==> config.mk <==
export PLATFORM = sky130hd
export DESIGN_NAME = cipher_cfg_sequencer_flat
export DESIGN_NICKNAME = d
export VERILOG_FILES = /design/src/rtl/cipher_cfg_sequencer_if.sv /design/src/rtl/cipher_cfg_sequencer.sv /design/src/flat_wrapper.sv
export SDC_FILE = /design/constraint.sdc
export NUM_CORES = 1
export LEC_CHECK = 0
export CAP_MARGIN = 15
export CORE_AREA = 2 2 179 181
export CTS_CLUSTER_DIAMETER = 120
export DETAILED_ROUTE_END_ITERATION = 16
export DIE_AREA = 0 0 181 183
export PLACE_DENSITY = 0.71
export SLEW_MARGIN = 20
export SYNTH_ARGS = -nofsm -noshare
export SYNTH_HDL_FRONTEND = slang
export SYNTH_SLANG_ARGS = --single-unit
==> constraint.sdc <==
create_clock -name clk -period 7.15 [get_ports clk]
set_input_delay 2.145 -clock clk [delete_from_list [all_inputs] [get_ports clk]]
set_output_delay 2.145 -clock clk [all_outputs]
set_load 0.01 [all_outputs]
Figure 1. Ports around the boundary.
Pins as bars across the die edge, other pins in grey.
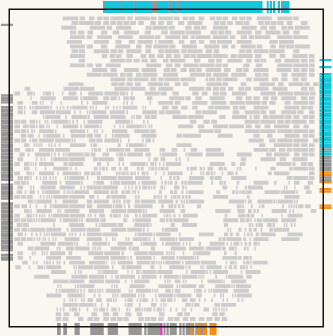
- cyan: bus_readback (pins 131; direction output; edge 95 north, 36 east)
- orange: bus_run_len (pins 16; direction input; edge 9 south, 7 east)
- magenta: bus_core_cfg_en (pins 1; direction output; edge south)
- all pins by edge: 109 north, 68 west, 63 south, 53 east
IO Port Bufs: 292
width of the chip: 181 um
die height: 183 um

Figure 2. Routing congestion map.
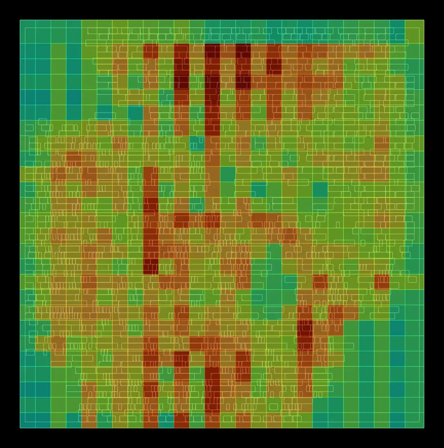
Top Usage Layer GRT: met2
drt wl/cell: 17.13 um
post-layout util: 58.22%

Figure 3. Sequential cells grouped by signal name.
Other sequential cells in the stronger grey, the rest of the logic in the fainter grey.
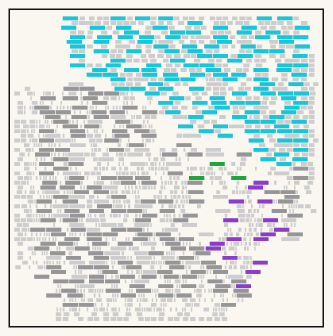
- purple: u_core.run_cnt (sequential cells 16; where south-east)
- cyan: u_core.bus.readback (sequential cells 131)
- green: u_core.state (sequential cells 3)
- not coloured: 168
Seq power: 2.34 mW
Sequential Area: 7960 um2
sequential share of cell area: 43.78%

Figure 4. The metal 3 layer.
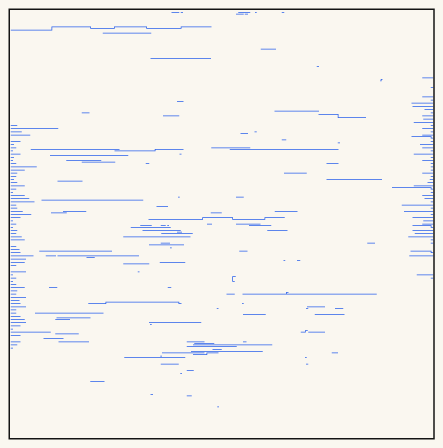
- nets with wire on the layer: 184
- longest straight run: 57.0 um
GRT met3 Usage: 3.515%
via count: 10150

==> changes_impl.md <==
## Flow update

* Critical path buffer and inverter count at 1
* Num Clock Sinks at between 300 and 400
* Power Total at about 5.3 mW
* GR Util All Layers at about a fifth
* Core Area at ~31000 um2
* Top cells by area: dfrtp_1 58%, nand2_1 13%, mux2_2 11%, mux4_1 3.4%, clkbuf_1 1.5%
* Worst path slowest cell: dfrtp_2
* P_comb at 1.05 mW
* Crit-path cells: mux4_1, a22oi_1, a21oi_1, a211oi_2, nand4_1, a21boi_0, nor2_1, clkdlybuf4s50_1
* Pre-CTS setup slack at ~1.6 ns
* Xor+xnor area frac at less than 1%
* Final Hold Fails at 0
* Synth Cell Area at 13790 um2
* Tool Warnings at 30
* DIE AREA at roughly 33000 um2
* Area Growth Syn to Fin at 31.88%
* Count of library flops with an enable pin at 0
* Worst VDD drop at about 0.00015 V
* Unique cell types at 62
* MaxCap Viol Count at 0
* Largest net degree at the start of global routing at approximately 130
* Worst Hold Depth at 2
* Initial drt markers at between 600 and 700
* Layout Skew at ~0.013 ns
* Met2 wire len at ~16 mm
* Met3 wire len at roughly 1.8 mm
* Crit path required time at approximately 5 ns
* Inserted Clock Buffers at 35
* Status: complete, no violations
* Worst-margin pin slew at 0.9598 ns
* CP top delay family: flip-flops
* Top layer in use: met4
* Pre-antenna DRT Iters at 5
* Critical Path AT at slightly below 4 ns
* Fin crit period at approximately 6 ns
* Final setup fails at 0
* Comb area leader: simple AND/OR/NAND/NOR gates
* Top cell type by instance count after synthesis: nand2_1
* CTS tree: built
* Post-Syn Instances at roughly 1300
* Remaining DRCs at 0
* Root buffer cell: clkbuf_16
* Dominant cell type by area after synthesis: dfrtp_1
* Flops after synth at between 300 and 400
* Sw Ratio at roughly 28%
* Synth warn at 0
* Final Non-Filler Cells at between 1500 and 2000
* Overflow after GRT at 0
* Yosys stat cell total at between 1000 and 1500
-- area by class of cell --
cell class              instances  area share (%)
diodes                          3         0.04129
clock buffers                  47           5.574
clock inverters                14           1.087
inverters                      11          0.2271
multi-input cells             868           30.03
flip-flops and latches        318           43.78
well taps                     402           2.766
repair buffers                301           16.50
-- cell usage in the layout, fill, tap and decap left out, drive strengths merged, types with 6 or more instances in the layout --
master           n
mux2           136
mux2i           11
clkdlybuf4s50  291
buf             10
dfrtp          318
nor4             8
nor2            27
nand2          491
mux4            27
nor3             6
nand3           23
inv             10
clkinv           9
and3            13
clkbuf          47
a22oi            8
a21oi            9
o21ai           31
-- cell families after synthesis --
group / after synthesis
mux: 174
simple gates: 601
compound gates: 86
fa+ha+maj: 4
flops: 318
xor+xnor: 3
buf+inv: 81
Power is estimated from default activity; no workload was simulated.
